Supply network:
Scale bar: 100 µm. Pins as bars on the die edge. Tap cells in gray.
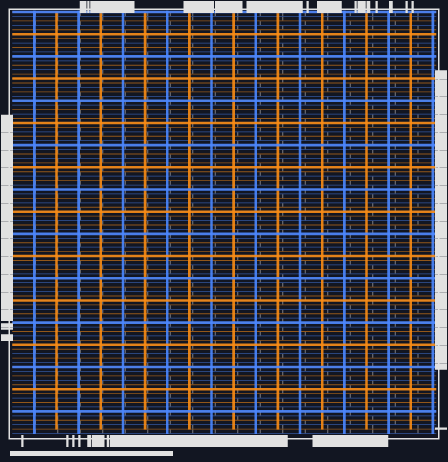
Cells colored by class:
Scale bar: 100 µm.
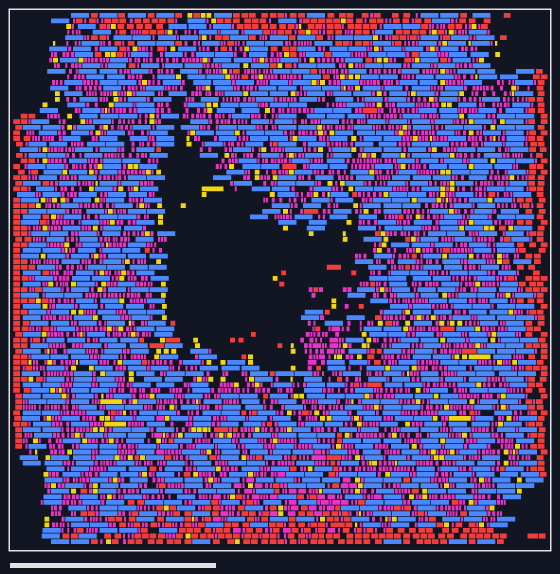
Clock network drawn from the DEF:
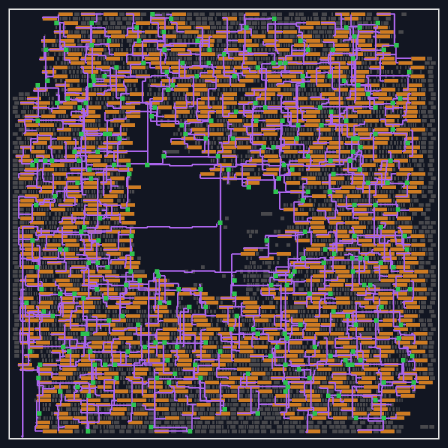
**config.mk**
```make
export PLATFORM = sky130hd
export DESIGN_NAME = aes_512_block_packer
export DESIGN_NICKNAME = d
export VERILOG_FILES = /design/src/rtl/aes_stream_pkg.sv /design/src/rtl/aes_512_block_packer.sv
export SDC_FILE = /design/constraint.sdc
export NUM_CORES = 2
export LEC_CHECK = 0
export ABC_AREA = 1
export ABC_CLOCK_PERIOD_IN_PS = 5300
export CORE_MARGIN = 1
export CORE_UTILIZATION = 62
export CTS_BUF_LIST = sky130_fd_sc_hd__clkbuf_4
export DETAILED_ROUTE_END_ITERATION = 6
export PLACE_DENSITY = 0.93
export SLEW_MARGIN = 5
export SYNTH_ARGS = -nofsm -noshare
export SYNTH_HDL_FRONTEND = slang
export SYNTH_SLANG_ARGS = --single-unit
```
**constraint.sdc**
```tcl
create_clock -name clk -period 5.3 [get_ports clk]
set_clock_uncertainty 0.1 [all_clocks]
set_input_delay 0.795 -clock clk [delete_from_list [all_inputs] [get_ports clk]]
set_output_delay 0.795 -clock clk [all_outputs]
set_load 0.01 [all_outputs]
```
**src/rtl/aes_stream_pkg.sv**
```systemverilog
// Shared stream constants for the AES block path: word/block geometry and the
// assembly-side state encoding used by the block packer.
package aes_stream_pkg;

    localparam int WORD_W  = 32;
    localparam int BLOCK_W = 512;
    localparam int WORDS   = BLOCK_W / WORD_W;
    localparam int CNT_W   = 5;

    typedef enum logic {
        FILL = 1'b0,
        HOLD = 1'b1
    } state_t;

endpackage

```
**src/rtl/aes_512_block_packer.sv**
```systemverilog
// Packs 32-bit plaintext words big-endian into 512-bit blocks for the AES
// encryptor, with a separate assembly buffer and output register.
module aes_512_block_packer
    import aes_stream_pkg::*;
(
    input  logic                 clk,
    input  logic                 rst_n,
    input  logic [0:WORD_W-1]    in_data,
    input  logic                 in_valid,
    input  logic                 in_last,
    output logic                 in_ready,
    output logic [0:BLOCK_W-1]   out_data,
    output logic                 out_valid,
    input  logic                 out_ready,
    output logic                 out_last,
    output logic [CNT_W-1:0]     out_nwords
);

    state_t             state_reg;
    logic [CNT_W-1:0]   cnt_reg;
    logic               last_flag_reg;
    logic [0:WORD_W-1]  slot_reg [WORDS];
    logic [0:BLOCK_W-1] asm_flat;

    logic               in_ready_reg;
    logic               out_valid_reg;
    logic               out_last_reg;
    logic [CNT_W-1:0]   out_nwords_reg;
    logic [0:BLOCK_W-1] out_data_reg;

    logic accept;
    logic block_done;
    logic xfer;

    // in_ready_reg is only ever high in FILL, so it doubles as the accept gate.
    assign accept     = in_valid && in_ready_reg;
    assign block_done = accept && ((cnt_reg == CNT_W'(WORDS - 1)) || in_last);
    assign xfer       = (state_reg == HOLD) && (!out_valid_reg || out_ready);

    // Slot 0 lands in the most significant (lowest-numbered) bits.
    generate
        for (genvar gi = 0; gi < WORDS; gi++) begin : g_pack
            assign asm_flat[gi*WORD_W +: WORD_W] = slot_reg[gi];
        end
    endgenerate

    always_ff @(posedge clk or negedge rst_n) begin
        if (!rst_n) begin
            state_reg      <= FILL;
            cnt_reg        <= '0;
            last_flag_reg  <= 1'b0;
            in_ready_reg   <= 1'b0;
            out_valid_reg  <= 1'b0;
            out_last_reg   <= 1'b0;
            out_nwords_reg <= '0;
            out_data_reg   <= '0;
            for (int i = 0; i < WORDS; i++) begin
                slot_reg[i] <= '0;
            end
        end else begin
            case (state_reg)
                FILL: begin
                    in_ready_reg <= 1'b1;
                    if (accept) begin
                        cnt_reg <= cnt_reg + CNT_W'(1);
                        for (int i = 0; i < WORDS; i++) begin
                            if (cnt_reg == CNT_W'(i)) begin
                                slot_reg[i] <= in_data;
                            end
                        end
                        if (block_done) begin
                            state_reg     <= HOLD;
                            last_flag_reg <= in_last;
                            in_ready_reg  <= 1'b0;
                        end
                    end
                end
                HOLD: begin
                    in_ready_reg <= 1'b0;
                    if (xfer) begin
                        // Clearing here is what zero-pads the next short block.
                        for (int i = 0; i < WORDS; i++) begin
                            slot_reg[i] <= '0;
                        end
                        cnt_reg      <= '0;
                        state_reg    <= FILL;
                        in_ready_reg <= 1'b1;
                    end
                end
                default: begin
                    state_reg <= FILL;
                end
            endcase

            // A HOLD transfer overrides a drain so blocks stream without a bubble.
            if (xfer) begin
                out_data_reg   <= asm_flat;
                out_nwords_reg <= cnt_reg;
                out_last_reg   <= last_flag_reg;
                out_valid_reg  <= 1'b1;
            end else if (out_ready) begin
                out_valid_reg  <= 1'b0;
            end
        end
    end

    assign in_ready   = in_ready_reg;
    assign out_valid  = out_valid_reg;
    assign out_last   = out_last_reg;
    assign out_nwords = out_nwords_reg;
    assign out_data   = out_data_reg;

endmodule

```
==> impl_metrics.tcl <==
# metrics dict for downstream scripts
set metrics [dict create \
    hold_depth 3 \
    gr-total-overflow 0 \
    crit_buf_inv 0 \
    hpwl_um 79200 \
    async_reset_ff_share_pct 100 \
    slew_headroom_pct 10.5 \
    ys_chip_area_um2 42000 \
    holdBufCountCts 1 \
    pwr-share-seq_pct 46.6 \
    crit_cells 5 \
    synthCells 4684 \
    max_freq_ghz 0.238 \
    track_usage_pct 41.6 \
    rsz0062_at_grt "false" \
    combPwrFrac_pct 24.0 \
    grt.met1_usage_pct 51.5 \
    vias_per_cell 6.36 \
    diodes 6 \
    ys_cells 4684 \
    syn-num-nets 4726 \
    fin_ws_ns 1.10 \
    path_cells "nand2_4, nand2_8, nand2_1, nand3_1, nand2_1" \
    p_sw_share_pct 34.2 \
    status "completed" \
    seq-power_w 0.0107 \
    top_cell_area_share_pct 61.9 \
    clk_pin_slew_ns 0.07 \
    nMultiInputCombCells 3185 \
    dieArea_um2 68800 \
    fin_hold_ws_ns 0.217 \
    ys.flop_type "dfrtp_1" \
    numCtsBuffers 276 \
    r2r_setup_slack_ns 1.10 \
    crit_required_ns 6.15 \
    top_power_group "registers" \
    period_used_pct 79.2 \
    adder_share_pct 0.149 \
    wl_per_cell_um 23.2 \
    cpPeakStageDelay_ns 1.08 \
    nClkBuffers 378 \
    lay_top_count "nand2_1" \
    final_cell_mix "1603 x nand2_1, 1506 x nand3_1, 1038 x dfrtp_1" \
    bufAreaShareNonClock_pct 12.2 \
    met3_wirelength_um 20700 \
    top_cells_by_count "1605 x nand2_1, 1506 x nand3_1, 1039 x dfrtp_1, 208 x buf_2, 168 x clkbuf_1" \
]
Notes on 'supply network' above:
- VSS: blue
- VDD: orange
- rows: 95
- signal pins: 557
- met1 rails: 96
Die H: 262 µm
chip width: 262 µm
peak supply drop: 0.314 mV
core area: 67200 µm²

Notes on 'cells colored by class' above:
- other buffers and delay cells: red (cells 621)
- flip-flops: blue (cells 1039)
- all other logic: magenta (cells 3228)
- clock drivers and dummy loads: yellow (cells 426)
flop share of the area: 51.1%
Finished Core Util: 75.8%
row count: 95
Post-Layout Inst Area: 50900 µm²

Notes on 'clock network drawn from the DEF' above:
- clock wires: purple (length 13500 µm)
- cells driving clock nets: green (count 276)
- flip-flops: orange (count 1039)
- routed clock nets: 277
- flops lie: spread over the die
part of the power in the clock network: 29.4%
clk_lat worst skew: 1.12 ns
Clk. pwr: 0.00675 W

Power is estimated from default activity; no workload was simulated.
